### Power grid

The bar under the picture is 20 µm long. Pins as bars on the die edge.
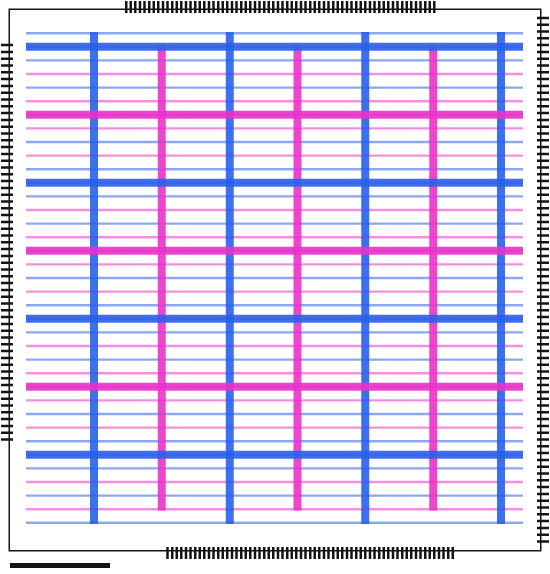
### Cell classes on the final placement

The bar under the picture is 20 µm long.
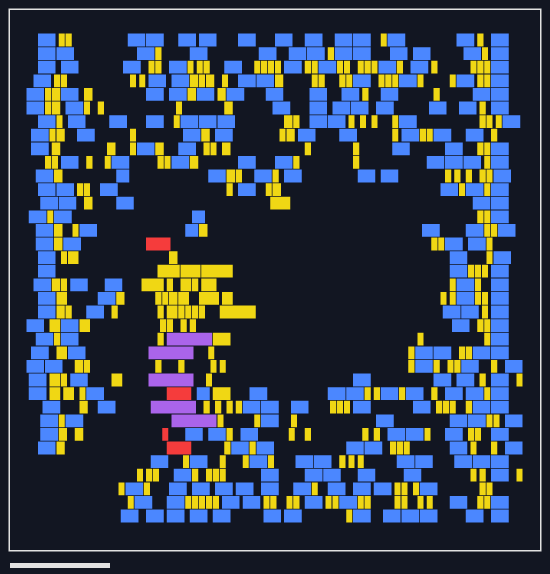
### Clock network drawn from the DEF

The bar under the picture is 20 µm long.
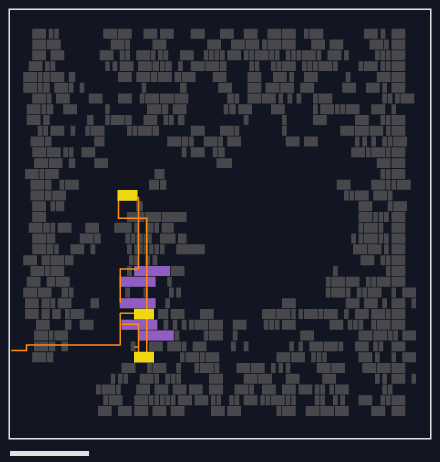
### Routed metal, one color a layer

Two of the layers only.
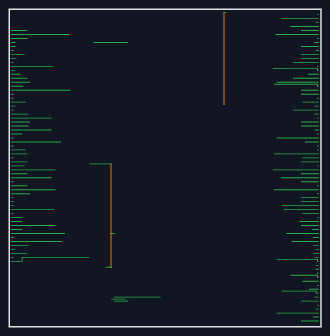
==> config.mk <==
export PLATFORM = sky130hd
export DESIGN_NAME = mem_port_arbiter
export DESIGN_NICKNAME = d
export VERILOG_FILES = /design/src/rtl/mem_port_arbiter.sv
export SDC_FILE = /design/constraint.sdc
export NUM_CORES = 1
export LEC_CHECK = 0
export ABC_AREA = 1
export CAP_MARGIN = 0
export CORE_AREA = 3 3 103 105
export DETAILED_ROUTE_END_ITERATION = 7
export DIE_AREA = 0 0 106 108
export GPL_ROUTABILITY_DRIVEN = 0
export SETUP_SLACK_MARGIN = 0.05
export SLEW_MARGIN = 20
export SYNTH_ARGS = -nofsm -noshare
export SYNTH_HDL_FRONTEND = slang
export SYNTH_SLANG_ARGS = --single-unit
==> constraint.sdc <==
create_clock -name clk -period 4.7 [get_ports clk]
set_clock_uncertainty 0.2 [all_clocks]
set_input_delay 0.94 -clock clk [delete_from_list [all_inputs] [get_ports clk]]
set_output_delay 0.94 -clock clk [all_outputs]
set_load 0.01 [all_outputs]
==> impl_metrics.tcl <==
# place-and-route summary
set metrics [dict create \
    status "completed" \
    yosys_register_bits 5 \
    timing_max_transition_violations_final 0 \
    dp_hpwl_um 7540 \
    nNetsFinal 719 \
    grt_setup_unrepaired "no" \
    grt_pass1_vias 2604 \
    p_leak_nw 2.07 \
    antenna_found_initial 0 \
    warnings 27 \
    pin_count 268 \
    max-slew-margin-rel_pct 33.9 \
    hold_violations 0 \
    place_ws_ps 573 \
    cts.clk_slew.worst_paths_ps 40 \
    hold_class "reg2reg" \
    nFillCells 1026 \
    setup_violations 0 \
    postSynthCellCount 326 \
    drt_pre_antenna_iters 4 \
    p_per_area_mw_per_mm2 101 \
    crit_arrival_ps 2980 \
    cp_slowest_cell "clkdlybuf4s50_1" \
    grt_overflow 0 \
    fp_util_pct 16.1 \
    criticalPathCategory "in2out" \
    clkSinkCount 5 \
    final.period_utilization_pct 87.7 \
    worst_slack_ps 579 \
    via_per_inst 3.86 \
    n_antenna_cell 0 \
    path_cells "clkdlybuf4s50_1 > buf_4 > nand2_2 > inv_1 > buf_4 > nand2_4 > nor2_1 > clkdlybuf4s50_1" \
    grt_max_degree 35 \
    r2r_cells 6 \
    cp-end-kind "primary output" \
    yosysChipArea_mm2 0.00157 \
    crit_path_max_fanout 34 \
    setup-tns-final_ps 0 \
    worst_slew_pin_slew_ps 991 \
    syn_avg_cell_area_um2 4.81 \
    port_buffers 267 \
    total_power_mw 0.437 \
    max_clock_freq_mhz 243 \
    yosys-top-cells-area "nor2_1, inv_1, nand2_1" \
    die_area_mm2 0.0114 \
    period_minus_slack_ps 4120 \
    syn_nets 462 \
    drive_above_1_share_pct 4.98 \
    yosysTopAreaCell "nor2_1" \
    ctsResizeCount 0 \
    wl_met2_um 4590 \
    hold_path_depth 3 \
    tritoncts "yes" \
    dr.max_layer_used "met4" \
    ys_cells 326 \
    top_cell_area_share_pct 24.4 \
    cts_buffer_depth 2 \
    cts_hold_buf 0 \
    htree_levels 1 \
    syn_area_mm2 0.00157 \
    ant_nets 0 \
    yosysUniqueCellTypes 19 \
    cap_violations 0 \
    clock-root-buffer "clkbuf_8" \
    wl_met3_um 844 \
    die_x_um 106 \
    cts_buffers 3 \
    wl_met1_um 3200 \
    cp-start-kind "input pin" \
    ff2ff_setup_slack_ps 3010 \
    yosysWarnings 0 \
    clk_latency_ps 230 \
    drc 0 \
    post-cts-setup-buffer-count 0 \
    largest_reg_flops 3 \
    grt_pass1_wl_um 12900 \
    synthToLayoutAreaGrowth_pct 177 \
    ys_seq_share_pct 7.99 \
    required_ps 3560 \
    max_stage_delay_ps 560 \
    drt_iter0_markers 168 \
]
About 'Power grid':
- VDD: magenta
- VSS: blue
- met1 rails: 37
- met5 straps: 7
- met4 straps: 7
- signal pins: 268
- rows: 36
total core area: 0.00973 mm²
Max IR drop VDD: 0.0562 mV
die height: 108 µm

About 'Cell classes on the final placement':
- clock drivers and dummy loads: red (cells 4; share of their area 1.1%)
- combinational and other logic: yellow (cells 302; share of their area 31%)
- remaining buffers and delay cells: blue (cells 271; share of their area 65%)
- sequential cells: purple (cells 5; share of their area 3.0%)
Core Util, Final: 44.6%
final instance area: 0.00434 mm²
Seq area share: 2.89%
Row Count: 36

About 'Clock network drawn from the DEF':
- flip-flops: purple (count 5)
- clock drivers: yellow (count 3)
- clock wires: orange (length 141 µm)
- routed clock nets: 4
clock power share: 18.8%
Clk. pwr: 0.0820 mW

About 'Routed metal, one color a layer':
- metal 3: green (wire length 845 µm)
- metal 4: orange (wire length 66.6 µm)
Total Routing Usage GR: 13.8%
vias: 2761
Post-Route WL: 8710 µm
Routed WL per cell: 12.2 µm

[metal layers]
| layer | global-route usage, % | vias up |
|---|---|---|
| li1 | - | 1435 |
| met1 | 14.3 | 1168 |
| met2 | 27.7 | 153 |
| met3 | 3.76 | 5 |
| met4 | 2.31 | 0 |
| met5 | 0 | - |
[area by class of cell]
type	instances	area, µm²	area share (%)
repair buffers	271	2700	62.3
multi-input cells	225	1000	23.1
inverters	77	294	6.78
well taps	133	166	3.84
flip-flops and latches	5	125	2.89
clock buffers	4	45.0	1.04
[cells in the mapped netlist, drive strengths merged]
cell and count:
nor2 104, nand2 80, inv 76, nand3 38, buf 19, dfrtp 5, ha 2, clkinv 1
nand4 1
[per-stage QoR]
stage	util [%]	hold WS (ps)	std cells	cell area [µm²]
5_1_grt	44.6	400	715	4340
4_1_cts	44.6	362	715	4340
3_5_place_dp	44.1	357	711	4290
2_1_floorplan	-	315	326	1570
6_report	44.6	360	715	4340
3_3_place_gp	44.1	350	711	4290
[logic make-up after synthesis]
| logic type | count (synthesis) | share of synthesized area (%) |
|---|---|---|
| flip-flops | 5 | 7.99 |
| adder cells (fa/ha/maj) | 2 | 1.60 |
| AND/OR/NAND/NOR | 223 | 62.5 |
| buffers and inverters | 96 | 28.0 |
[report_power, final]
| group | total [mW] | internal [mW] | switching [mW] |
|---|---|---|---|
| Combinational | 0.309 | 0.194 | 0.115 |
| Clock | 0.0820 | 0.0584 | 0.0236 |
| Sequential | 0.0462 | 0.0449 | 0.00128 |
[cells in the final DEF (no fill, tap or decap)]
cell	count
buf_4	4
clkbuf_1	1
clkbuf_8	3
clkdlybuf4s50_1	267
clkinv_4	1
dfrtp_1	5
ha_1	2
inv_1	74
inv_2	2
nand2_1	66
nand2_2	12
nand2_4	2
nand3_1	35
nand3_2	2
nand3_4	1
nand4_1	1
nor2_1	102
nor2_4	1
nor2_8	1
[critical path: cells and delay by family]
kind	cells	cell delay (ps)
and+or+nand+nor	3	480
buffers and inverters	5	1560
Power figures rest on the tool's default switching activity, not on a simulated workload.
